Design quad_generator, sky130hd; sources not shown.
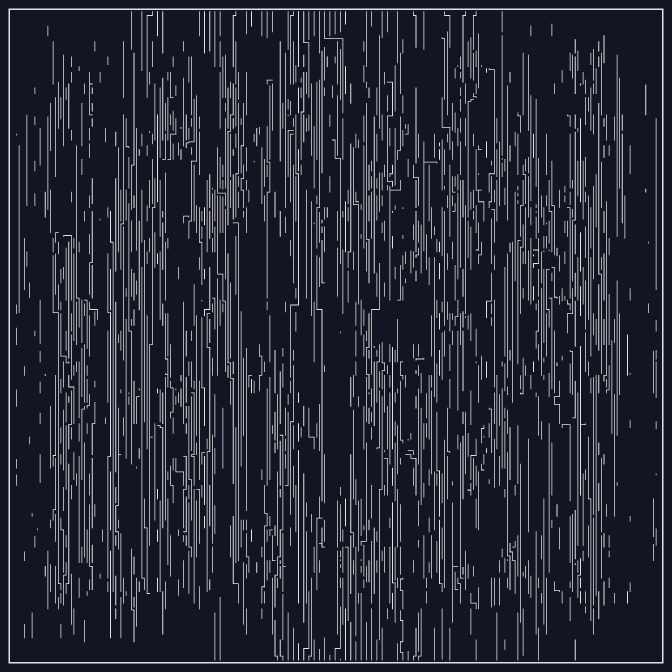
Figure 1: the metal 2 layer.
The layer holds 49% of the routed length. The longest straight run is 61.5 um. 927 nets have wire on it. The layer carries 8890 um of wire.
final WL: 18.2 mm
via count: 5953
met2 usage: 0.488

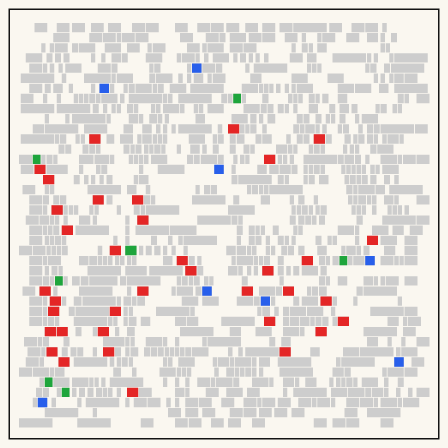
Figure 2: logic cells by family.
Green shows and/or cells, cells 7. Red shows xor and xnor cells, cells 36, most used xor2_1. Blue shows non-inverting ao/oa cells, cells 8, most used a21o_1, where widely spread.
Non-Filler Instances: 1095
Top cell excl fill/tap: nand2_1
logic share of the area: 0.521

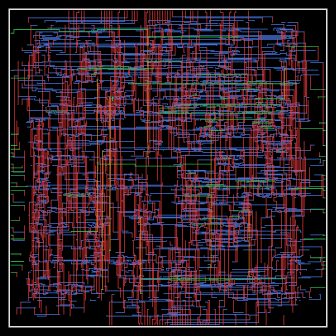
Figure 3: wiring by layer.
Red shows metal 2, wire length 8890 um. Blue shows metal 1, wire length 8160 um. Green shows metal 3, wire length 842 um. Orange shows metal 4, wire length 319 um.
global-route usage over all layers: 0.282
WL per Instance: 16.6 um

==> out/metrics.cfg <==
[synthesis]
common_cells=nand2_1 (189), inv_1 (121), nor2_1 (74)
ys_chip_area_um2=5530
synth_flops=51
topCellsByArea=dfrtp_1 (23%), ha_1 (15%), nand2_1 (13%)
synth_warnings=0
synth_area_per_cell_um2=6.81
synth-async-reset-ratio=1.00
synth.top_cell.area_share=0.231
synth.distinct_cells=44
synthCells=812
synth-edff-count=0
ys_seq_share=0.231
synthFlopType=dfrtp_1
syn_area_um2=5530
yosys_cells=812
yosysMostFrequentCell=nand2_1

[cells_and_area]
logic_area_um2=3740
areaGrowthSynthToFinish_pct=29.7
diodes=0
mostFrequentLayoutCells=nand2_1 (189), inv_1 (120), clkdlybuf4s50_1 (119), nor2_1 (74), a21oi_1 (67)
fillers=1135
seq_area_um2=1280
finish.net_count=1097
final_core_util=0.598
largest_register_ffs=32
drive_gt1_frac=0.0549

[setup_path]
slowest_stage=clkdlybuf4s50_1
path_cells=clkdlybuf4s50_1, ha_1, nand2_1, nor2_1, nand4_1, inv_1, nand2_1, nand2_1, nand2_1, nand3_1, nand3_1, buf_12, buf_12, ha_1, nand2_1, nor2_1, o21ai_0, nand3_1, a21oi_1, nor2_1, o21ai_0, nand3b_1, nand3_1, nand2_1
crit_path_frequent_cell=nand2_1
end_kind=flip-flop
cp.required_ns=5.01
reg2reg_depth=24
worstPathMaxFanout=23
cp.arrival_ns=4.65
startpoint_type=input pin
cp_top_family=simple AND/OR/NAND/NOR gates
crit_type=input pin to flip-flop
r2r_slack_ns=0.66
crit_cells=24

[final_timing]
relSlewSlack=0.533
finalSetupTns_ns=0
min_period_ns=4.44
finalSetupViolCount=0
tightest_slew_ns=0.700
hold_viol=0
clock_skew_ns=0.00790
finalCritPeriodShare=0.925
slew_violations=0
rsz0062_at_grt=false
max_freq_ghz=0.225

[floorplanning]
rows=40
chipArea_um2=13200
initial_core_util=0.461
die_w_um=115
pin_count=120

[global_routing]
first_global_vias=5852
globalRouteOverflowTotal=0
grt_pass1_wl_mm=28.8
grt_max_degree=52

[pwr]
peakVddDrop_uv=219
p_leak_nw=3.46
pwr_density_cell_nw_per_um2=306

[flow_run]
cap_violations=0
warnings=27

[min_path]
worstHoldPathCells=1
hp-class=flip-flop to flip-flop

[place]
globalplace.congestion=0.953
dp_hpwl_mm=14.9
port_buffers=119
dp_cells=1087

[clock_network]
htree_levels=2
clk_latency_ns=0.31
cts_made_buffers=5
cts_setup_buffers=0
cts-root-buf=clkbuf_16
clockBufferDepth=2
clock_sinks=51
cts_tree=yes

[route]
drtAntennaViolNets=0
drt-initial-drc-count=322
drc=0
vias_per_cell=5.44
first_pass_iters=6

[outcome]
outcome=finished, final reports clean

==> layout make-up <==
type | count | share of cell area
Multi-Input combinational cell | 625 | 0.521
Sequential cell | 51 | 0.178
Timing Repair Buffer | 138 | 0.189
Tap cell | 147 | 0.0256
Clock buffer | 5 | 0.0174
Inverter | 126 | 0.0659
Clock inverter | 3 | 0.00279
==> timing repair <==
| action | CTS | global route |
|---|---|---|
| hold buffers | 0 | 0 |
| endpoints found under the setup margin | 0 | 1 |
| resized | 0 | 1 |
==> through the flow <==
step	hold slack, ns	total power, W	setup WS, ns	instance area (um^2)
floorplan	0.464	0.00137	0.191	5530
global placement	0.476	0.00179	0.105	7030
detailed placement	0.488	0.00181	0.0369	7030
CTS	0.505	0.00219	0.348	7170
global route	0.523	0.00238	0.0542	7180
finish	0.497	0.00220	0.361	7180
==> logic make-up (layout without fill, tap and decap cells) <==
kind of cell,after synthesis,count (layout),synth area share
and+or+nand+nor,352,352,0.284
buffers and inverters,136,272,0.0939
DFF,51,51,0.231
xor gates and xnor gates,36,36,0.0570
adders and majority gates,66,66,0.151
AOI/OAI and AO/OA,171,171,0.184
==> power breakdown <==
part | leakage (nW) | switching (W) | internal [W] | total (W)
clock | 0.0658 | 0.000185 | 0.000193 | 0.000378
combinational | 2.78 | 0.000750 | 0.000517 | 0.00127
sequential | 0.606 | 0.0000605 | 0.000491 | 0.000552
==> per-layer routing <==
metal,up-vias,wire [um],GRT usage
li1,2977,-,-
met1,2801,8160,0.361
met2,157,8890,0.488
met3,18,841,0.0406
met4,0,318,0.0924
met5,-,0,0
Power and IR drop assume default switching activity.
